File: src/rtl/calc_pkg.sv
// Shared calculator definitions: key codes, keypad FSM states, operand width
// and the keypad row/column decode helpers.
package calc_pkg;

  localparam int NUM_W = 10;

  localparam logic [3:0] KEY_ADD = 4'd10;
  localparam logic [3:0] KEY_SUB = 4'd11;
  localparam logic [3:0] KEY_MUL = 4'd12;
  localparam logic [3:0] KEY_DIV = 4'd13;
  localparam logic [3:0] KEY_CLR = 4'd14;
  localparam logic [3:0] KEY_EQ  = 4'd15;

  typedef enum logic [1:0] {SCAN, DEBOUNCE, REPORT, RELEASE} kp_state_e;

  // Index of the lowest active-low row in a row pattern
  function automatic logic [1:0] lowest_low_row(input logic [3:0] rows);
    if (!rows[0])      return 2'd0;
    else if (!rows[1]) return 2'd1;
    else if (!rows[2]) return 2'd2;
    else               return 2'd3;
  endfunction

  // Physical keypad layout to key code
  function automatic logic [3:0] key_lookup(input logic [1:0] row, input logic [1:0] col);
    logic [3:0] code;
    case ({row, col})
      4'b00_00: code = 4'd1;
      4'b00_01: code = 4'd2;
      4'b00_10: code = 4'd3;
      4'b00_11: code = KEY_ADD;
      4'b01_00: code = 4'd4;
      4'b01_01: code = 4'd5;
      4'b01_10: code = 4'd6;
      4'b01_11: code = KEY_SUB;
      4'b10_00: code = 4'd7;
      4'b10_01: code = 4'd8;
      4'b10_10: code = 4'd9;
      4'b10_11: code = KEY_MUL;
      4'b11_00: code = KEY_CLR;
      4'b11_01: code = 4'd0;
      4'b11_10: code = KEY_EQ;
      default:  code = KEY_DIV;
    endcase
    return code;
  endfunction

endpackage

File: src/rtl/keypad_scanner.sv
// 4x4 matrix keypad scanner: column drive, row synchronizer, debounce FSM,
// one-cycle key_valid pulse with held key_code.
module keypad_scanner
  import calc_pkg::*;
#(
  parameter int SCAN_DIV       = 50000,
  parameter int DEBOUNCE_SCANS = 4
) (
  input  logic       clk,
  input  logic       rst,
  input  logic [3:0] row_in,
  output logic [3:0] col_out,
  output logic       key_valid,
  output logic [3:0] key_code
);

  localparam int DIV_W = $clog2(SCAN_DIV);
  localparam int CNT_W = $clog2(DEBOUNCE_SCANS + 1);
  localparam logic [DIV_W-1:0] DIV_LAST = DIV_W'(SCAN_DIV - 1);
  localparam logic [CNT_W-1:0] CNT_LAST = CNT_W'(DEBOUNCE_SCANS - 1);

  kp_state_e        state_q, state_d;
  logic [DIV_W-1:0] div_q, div_d;
  logic [CNT_W-1:0] cnt_q, cnt_d;
  logic [1:0]       col_q, col_d;
  logic [3:0]       row_meta_q, row_meta_d;
  logic [3:0]       row_sync_q, row_sync_d;
  logic [3:0]       row_pat_q, row_pat_d;
  logic [1:0]       row_idx_q, row_idx_d;
  logic             key_valid_q, key_valid_d;
  logic [3:0]       key_code_q, key_code_d;
  logic             period_end;

  assign period_end = (div_q == DIV_LAST);
  assign col_out    = ~(4'b0001 << col_q);
  assign key_valid  = key_valid_q;
  assign key_code   = key_code_q;

  // Scan divider, synchronizer and debounce FSM next-state
  always_comb begin
    state_d     = state_q;
    div_d       = period_end ? '0 : div_q + DIV_W'(1);
    cnt_d       = cnt_q;
    col_d       = col_q;
    row_meta_d  = row_in;
    row_sync_d  = row_meta_q;
    row_pat_d   = row_pat_q;
    row_idx_d   = row_idx_q;
    key_valid_d = 1'b0;
    key_code_d  = key_code_q;
    case (state_q)
      SCAN: if (period_end) begin
        if (row_sync_q == 4'hF) begin
          col_d = col_q + 2'd1;
        end else begin
          row_pat_d = row_sync_q;
          row_idx_d = lowest_low_row(row_sync_q);
          cnt_d     = '0;
          state_d   = DEBOUNCE;
        end
      end
      DEBOUNCE: if (period_end) begin
        if (row_sync_q == row_pat_q) begin
          if (cnt_q == CNT_LAST) begin
            // key_valid is registered so it is high during the REPORT cycle
            state_d     = REPORT;
            cnt_d       = '0;
            key_valid_d = 1'b1;
            key_code_d  = key_lookup(row_idx_q, col_q);
          end else begin
            cnt_d = cnt_q + CNT_W'(1);
          end
        end else begin
          state_d = SCAN;
          col_d   = col_q + 2'd1;
        end
      end
      REPORT: begin
        state_d = RELEASE;
        cnt_d   = '0;
      end
      RELEASE: if (period_end) begin
        if (row_sync_q == 4'hF) begin
          if (cnt_q == CNT_LAST) begin
            state_d = SCAN;
            cnt_d   = '0;
            col_d   = col_q + 2'd1;
          end else begin
            cnt_d = cnt_q + CNT_W'(1);
          end
        end else begin
          cnt_d = '0;
        end
      end
      default: state_d = SCAN;
    endcase
  end

  // FSM and datapath registers, synchronous active-low reset
  always_ff @(posedge clk) begin
    if (!rst) begin
      state_q     <= SCAN;
      div_q       <= '0;
      cnt_q       <= '0;
      col_q       <= 2'd0;
      row_meta_q  <= 4'hF;
      row_sync_q  <= 4'hF;
      row_pat_q   <= 4'hF;
      row_idx_q   <= 2'd0;
      key_valid_q <= 1'b0;
      key_code_q  <= 4'd0;
    end else begin
      state_q     <= state_d;
      div_q       <= div_d;
      cnt_q       <= cnt_d;
      col_q       <= col_d;
      row_meta_q  <= row_meta_d;
      row_sync_q  <= row_sync_d;
      row_pat_q   <= row_pat_d;
      row_idx_q   <= row_idx_d;
      key_valid_q <= key_valid_d;
      key_code_q  <= key_code_d;
    end
  end

endmodule

File: src/rtl/keypad_num_entry.sv
// Keypad number entry: scanner plus operand assembly (0-999), operator,
// equals and clear events.
// Optional KEYPAD_BCD_OUT_EN adds a packed 3-digit BCD copy of the operand.
module keypad_num_entry
  import calc_pkg::*;
#(
  parameter int SCAN_DIV       = 50000,
  parameter int DEBOUNCE_SCANS = 4,
  parameter int MAX_DIGITS     = 3
) (
  input  logic             clk,
  input  logic             rst,
  output logic [3:0]       col_out,
  input  logic [3:0]       row_in,
  output logic [NUM_W-1:0] num,
  output logic [1:0]       digit_cnt,
  output logic             key_valid,
  output logic [3:0]       key_code,
  output logic             op_valid,
  output logic [3:0]       op_code,
  output logic             clr_valid
`ifdef KEYPAD_BCD_OUT_EN
  ,
  output logic [11:0]      bcd
`endif
);

  localparam logic [1:0] MAXD = 2'(MAX_DIGITS);

  logic [NUM_W-1:0] num_q, num_d, num_x10;
  logic [1:0]       digit_cnt_q, digit_cnt_d;
  logic             entry_done_q, entry_done_d;
  logic             op_valid_q, op_valid_d;
  logic [3:0]       op_code_q, op_code_d;
  logic             clr_valid_q, clr_valid_d;
`ifdef KEYPAD_BCD_OUT_EN
  logic [11:0]      bcd_q, bcd_d;
  assign bcd = bcd_q;
`endif

  keypad_scanner #(
    .SCAN_DIV       (SCAN_DIV),
    .DEBOUNCE_SCANS (DEBOUNCE_SCANS)
  ) u_scanner (
    .clk       (clk),
    .rst       (rst),
    .row_in    (row_in),
    .col_out   (col_out),
    .key_valid (key_valid),
    .key_code  (key_code)
  );

  // num*10 + d without a multiplier; 99*10+9 fits the operand width
  assign num_x10 = (num_q << 3) + (num_q << 1) + NUM_W'(key_code);

  assign num       = num_q;
  assign digit_cnt = digit_cnt_q;
  assign op_valid  = op_valid_q;
  assign op_code   = op_code_q;
  assign clr_valid = clr_valid_q;

  // Entry rules applied on each accepted key
  always_comb begin
    num_d        = num_q;
    digit_cnt_d  = digit_cnt_q;
    entry_done_d = entry_done_q;
    op_valid_d   = 1'b0;
    op_code_d    = op_code_q;
    clr_valid_d  = 1'b0;
`ifdef KEYPAD_BCD_OUT_EN
    bcd_d        = bcd_q;
`endif
    if (key_valid) begin
      if (key_code < 4'd10) begin
        if (entry_done_q) begin
          // first digit after an operator starts a fresh operand
          num_d        = NUM_W'(key_code);
          digit_cnt_d  = 2'd1;
          entry_done_d = 1'b0;
`ifdef KEYPAD_BCD_OUT_EN
          bcd_d        = {8'h00, key_code};
`endif
        end else if (digit_cnt_q < MAXD) begin
          num_d       = num_x10;
          digit_cnt_d = digit_cnt_q + 2'd1;
`ifdef KEYPAD_BCD_OUT_EN
          bcd_d       = {bcd_q[7:0], key_code};
`endif
        end
      end else if (key_code == KEY_CLR) begin
        num_d        = '0;
        digit_cnt_d  = 2'd0;
        entry_done_d = 1'b0;
        clr_valid_d  = 1'b1;
`ifdef KEYPAD_BCD_OUT_EN
        bcd_d        = 12'h000;
`endif
      end else begin
        op_valid_d   = 1'b1;
        op_code_d    = key_code;
        entry_done_d = 1'b1;
      end
    end
  end

  // Entry state and event registers, synchronous active-low reset
  always_ff @(posedge clk) begin
    if (!rst) begin
      num_q        <= '0;
      digit_cnt_q  <= 2'd0;
      entry_done_q <= 1'b0;
      op_valid_q   <= 1'b0;
      op_code_q    <= 4'd0;
      clr_valid_q  <= 1'b0;
`ifdef KEYPAD_BCD_OUT_EN
      bcd_q        <= 12'h000;
`endif
    end else begin
      num_q        <= num_d;
      digit_cnt_q  <= digit_cnt_d;
      entry_done_q <= entry_done_d;
      op_valid_q   <= op_valid_d;
      op_code_q    <= op_code_d;
      clr_valid_q  <= clr_valid_d;
`ifdef KEYPAD_BCD_OUT_EN
      bcd_q        <= bcd_d;
`endif
    end
  end

endmodule
File: config.mk
export PLATFORM = sky130hd
export DESIGN_NAME = keypad_num_entry
export DESIGN_NICKNAME = d
export VERILOG_FILES = /design/src/rtl/calc_pkg.sv /design/src/rtl/keypad_scanner.sv /design/src/rtl/keypad_num_entry.sv
export SDC_FILE = /design/constraint.sdc
export NUM_CORES = 1
export LEC_CHECK = 0
export ABC_CLOCK_PERIOD_IN_PS = 2990
export CAP_MARGIN = 10
export CORE_MARGIN = 4
export CORE_UTILIZATION = 45
export CTS_BUF_LIST = sky130_fd_sc_hd__clkbuf_4
export DETAILED_ROUTE_END_ITERATION = 10
export PLACE_DENSITY = 0.74
export SLEW_MARGIN = 20
export SYNTH_ARGS = -nofsm -noshare
export SYNTH_HDL_FRONTEND = slang
export SYNTH_SLANG_ARGS = --single-unit
File: constraint.sdc
create_clock -name clk -period 2.99 [get_ports clk]
set_input_delay 0.897 -clock clk [delete_from_list [all_inputs] [get_ports clk]]
set_output_delay 0.897 -clock clk [all_outputs]
set_load 0.02 [all_outputs]
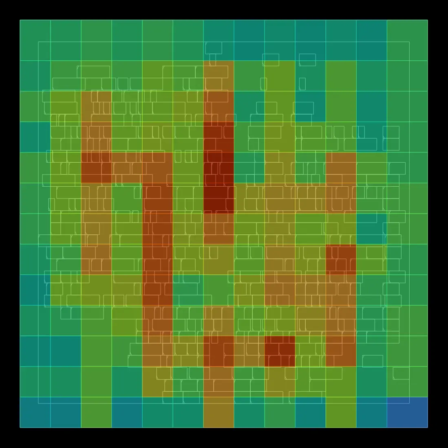
Figure 1: track usage over the die.
met2 usage: 24.8%
Finished Core Util: 54.5%
Avg WL per Cell: 12.7 um
Total GRT Usage: 15.3%
met1 global-route usage: 19.0%

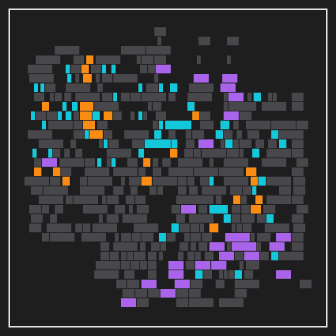
Figure 2: gate-type map.
Key: nor cells = cyan [cells 49]; and/or cells = orange [cells 22]; fa/ha/maj cells = purple [cells 25]
most frequent logic cell in the layout: dfxtp_1
fin cells: 467
logic share of the area: 49.9%

==> GITHUB_STEP_SUMMARY <==
## Synthesis and layout report

| Metric | Value |
|---|---|
| Layout cell share with drive strength beyond 1 | under 10% |
| Finish-stage setup viols | 0 |
| Core area | 0.00683 sq mm |
| CP startpoint kind | flip-flop |
| Tool warning count | 31 |
| Status | finished, final reports clean |
| Worst-skew pair later-pin latency | 0.40 ns |
| CP required | 2.09 ns |
| Power Clock | about 520 uW |
| Longest Clk Path Bufs | 2 |
| Die Size | between 0.008 and 0.009 sq mm |
| Top cells by area | dfxtp_1 38%, ha_1 9.1%, mux2i_1 4.7% |
| CTS Buf Count | 9 |
| First-pass GRT wire length | 10.4 mm |
| RSZ-0062 raised after global routing | no |
| P_sw | 303 uW |
| Reg2reg end | num[6]$_SDFFE_PN0P_ |
| Cell Type Count | 48 |
| Worst setup EP type | primary output |
| Num rows | 30 |
| Slowest stage cell, crit path | clkdlybuf4s50_1 |
| Tmin final | ~2.7 ns |
| Arrival time at the worst endpoint | 1.85 ns |
| Worst Hold Endpoint | u_scanner.row_sync_q[2]$_SDFF_PN1_ |
| CTS sink cnt | roughly 60 |
| Resized Gates After CTS | 0 |
| Hold Path Stages | 1 |
| Cell Area, Synth | 0.00317 sq mm |
| CP Class | flip-flop to primary output |
| Post-CTS Setup Inserts | 0 |
| Hold_buf cts | 0 |
| Synthesized instance count | 332 |
| Post-Route Skew | 0.0110 ns |
| DR DRC count | 0 |
| DP HPWL | around 4.4 mm |
| Cell area after layout | about 0.0037 sq mm |
| Start point of the critical path | u_scanner.col_q[0]$_SDFFE_PN0P_ |
| Peak supply drop | 0.000316 V |
| DRT Wirelength | 5.94 mm |
| HP Class | flip-flop to flip-flop |
| Final hold violations | 0 |
| Combinational cell power | 44.3 uW |
| Drt first-iter violations | 54 |
| Part of the power in the clock network | between 30% and 40% |
| Vias per cell | 5.19 |
| # Cells Yosys | 332 |
| Hold_sp | u_scanner.row_meta_q[2]$_SDFF_PN1_ |
| Max_cap viols | 0 |
| Synth-to-layout area growth | 17.4% |
| Die width | ~92 um |
| Placement Cell Area | 0.00361 sq mm |
| Max-slew headroom | 60.0% |
| Chip Area, Yosys | around 0.0032 sq mm |
| Fin nets | roughly 400 |
| Top power group | registers |
| H-tree depth | 3 |
| Synthesized area per cell | 9.56 sq um |
| Peak Freq | 365 MHz |
| Die H | 92.0 um |
| Antenna violations before repair | 0 |
| Largest net degree at the start of global routing | 18 |
| Sequential Power Share | 59.4% |
| Synth flops | 61 |
| Worst slew pin tran | 0.599 ns |
| Vias | approximately 2400 |
| Commonest flop | dfxtp_1 |
| Final Max Tran Viols | 0 |
| Detail Route Antenna Nets | 0 |
| Max reg flops | 16 |
| Worst Setup EP | col_out[0] |
| CTS Root Cell | clkbuf_4 |
| Most instantiated logic cells after routing | 61 x dfxtp_1, 32 x clkdlybuf4s50_1, 23 x nor2_1, 23 x ha_1, 21 x nand2_1 |
| Area share, top type | 38.5% |
| Reg2reg setup slack | 0.38 ns |
| Crit Reg-Reg Startpoint | u_scanner.key_code[3]$_SDFFE_PN0P_ |
| Crit-path max cell delay | 0.59 ns |
| Crit path max fanout | 7 |
| Vias in the first global route | 2259 |
| Seq/Total Area, Yosys | 38.5% |
| Critical path cell sequence | inv_1 -> ha_1 -> inv_1 -> clkdlybuf4s50_1 |
| Floorplan utilization | 46.4% |
| Ys async rst share | 0% |
| Area leader, netlist | dfxtp_1 |
| Worst Reg-to-Reg Cells | 9 |
| Leak pwr | 0.00153 uW |
| Multi-input gate area | 0.00186 sq mm |
| Most common cell on crit path | inv_1 |
| Worst-path clk slew | 0.09 ns |
| Cell Pwr Density | between 300 and 400 mW/mm^2 |
| Number of enable flip-flop cells | 0 |
| Fin Hold WS | roughly 0.41 ns |
| Sw Ratio | 21.7% |
| Drt pass-1 iters | 4 |
| Comb power frac | 3.2% |
| Largest register by flop count | u_scanner.div_q |
| Period utilisation layout | 91.7% |
| Setup TNS | 0 ns |
| CTS tree | yes |
| # diodes | 0 |
| Syn. warnings | 0 |
| Placer Congestion | about 0.8 |
| Gr ovfl total | 0 |
| Int Power | roughly 1100 uW |
| Syn nets | 363 |
| Fillers | about 660 |
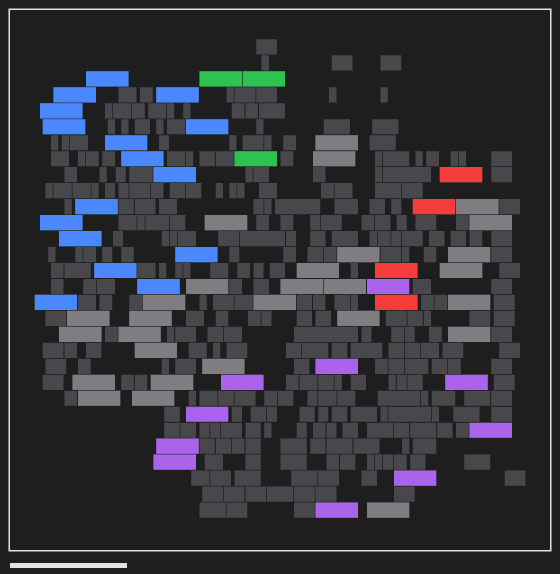
Figure 3: where the registers sit.
Bar = 20 um. Other sequential cells in the stronger grey, the rest of the logic in the fainter grey.
Key: `u_scanner.cnt_q` = green [placed flops 3]; `num` = purple [placed flops 10]; `u_scanner.key_code` = red [placed flops 4, where east]; `u_scanner.div_q` = blue [placed flops 16]
Seq power: 827 uW
flop share of the area: 32.8%
sequential cell area: 0.00122 sq mm

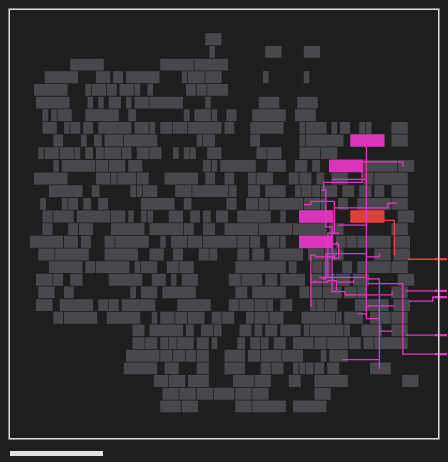
Figure 4: I/O nets highlighted.
Bar = 20 um.
Key: `op_valid` = red [bits 1, direction output, edge east, end cells 1, buffers 1, wire 15.7 um]; `key_code` = magenta [bits 4, direction output, edge east, end cells 4, buffers 4, wire 314 um]
Ports: 33
Port-buffer cells: 32

-- critical path, delay by kind of cell, from the launching register on --
kind	cells	cell delay, ns
adder cells (fa/ha/maj)	1	0.23
flip-flops	1	0.46
buffers and inverters	3	0.77
-- stage by stage --
stage	std cells	util, %	setup slack (ns)	power, uW
global placement	454	52.8	0.461	889
CTS	467	54.5	0.192	1420
finish	467	54.5	0.247	1390
global route	467	54.5	0.119	1460
detailed placement	454	52.8	0.397	891
floorplan	332	-	0.375	875
-- synth_stat cells, types with 3 or more instances --
cell and n:
and3_1 6, a21o_1 5, dfxtp_1 61, o21ai_0 4, o211a_1 3, or4_1 3, nor2_1 23, a21oi_1 7
o21a_1 4, nor3_1 4, clkbuf_1 10, nand3b_1 6, mux2_2 4, nand2b_1 13, inv_1 14, nand4_1 9
xor2_1 11, nor2b_1 17, nand3_1 9, and2_1 6, a21boi_0 4, a22oi_1 8, xnor2_1 13, ha_1 23
nand2_1 21, mux2i_1 15
-- cell type report --
class | instances | area share, %
Clock inverter | 3 | 1.08
Multi-Input combinational cell | 246 | 49.9
Timing Repair Buffer | 37 | 9.61
Inverter | 14 | 1.41
Tap cell | 96 | 3.23
Clock buffer | 10 | 2.02
Sequential cell | 61 | 32.8
-- cells by family after synthesis --
| group | after synthesis | share of synthesized area [%] |
|---|---|---|
| XOR/XNOR | 24 | 6.62 |
| buffers and inverters | 25 | 3.00 |
| AND-OR/OR-AND | 47 | 10.6 |
| AND/OR/NAND/NOR | 130 | 24.1 |
| flip-flops | 61 | 38.5 |
| adder cells (fa/ha/maj) | 25 | 10.3 |
| multiplexers | 20 | 6.86 |
-- layer usage --
metal	vias up	global-route usage, %	share of wire, %
met5	-	0	0
met4	0	5.57	1.5
met3	9	4.92	4.1
met2	40	24.8	47
met1	1128	19.0	47
li1	1245	-	-
Power figures rest on the tool's default switching activity, not on a simulated workload.
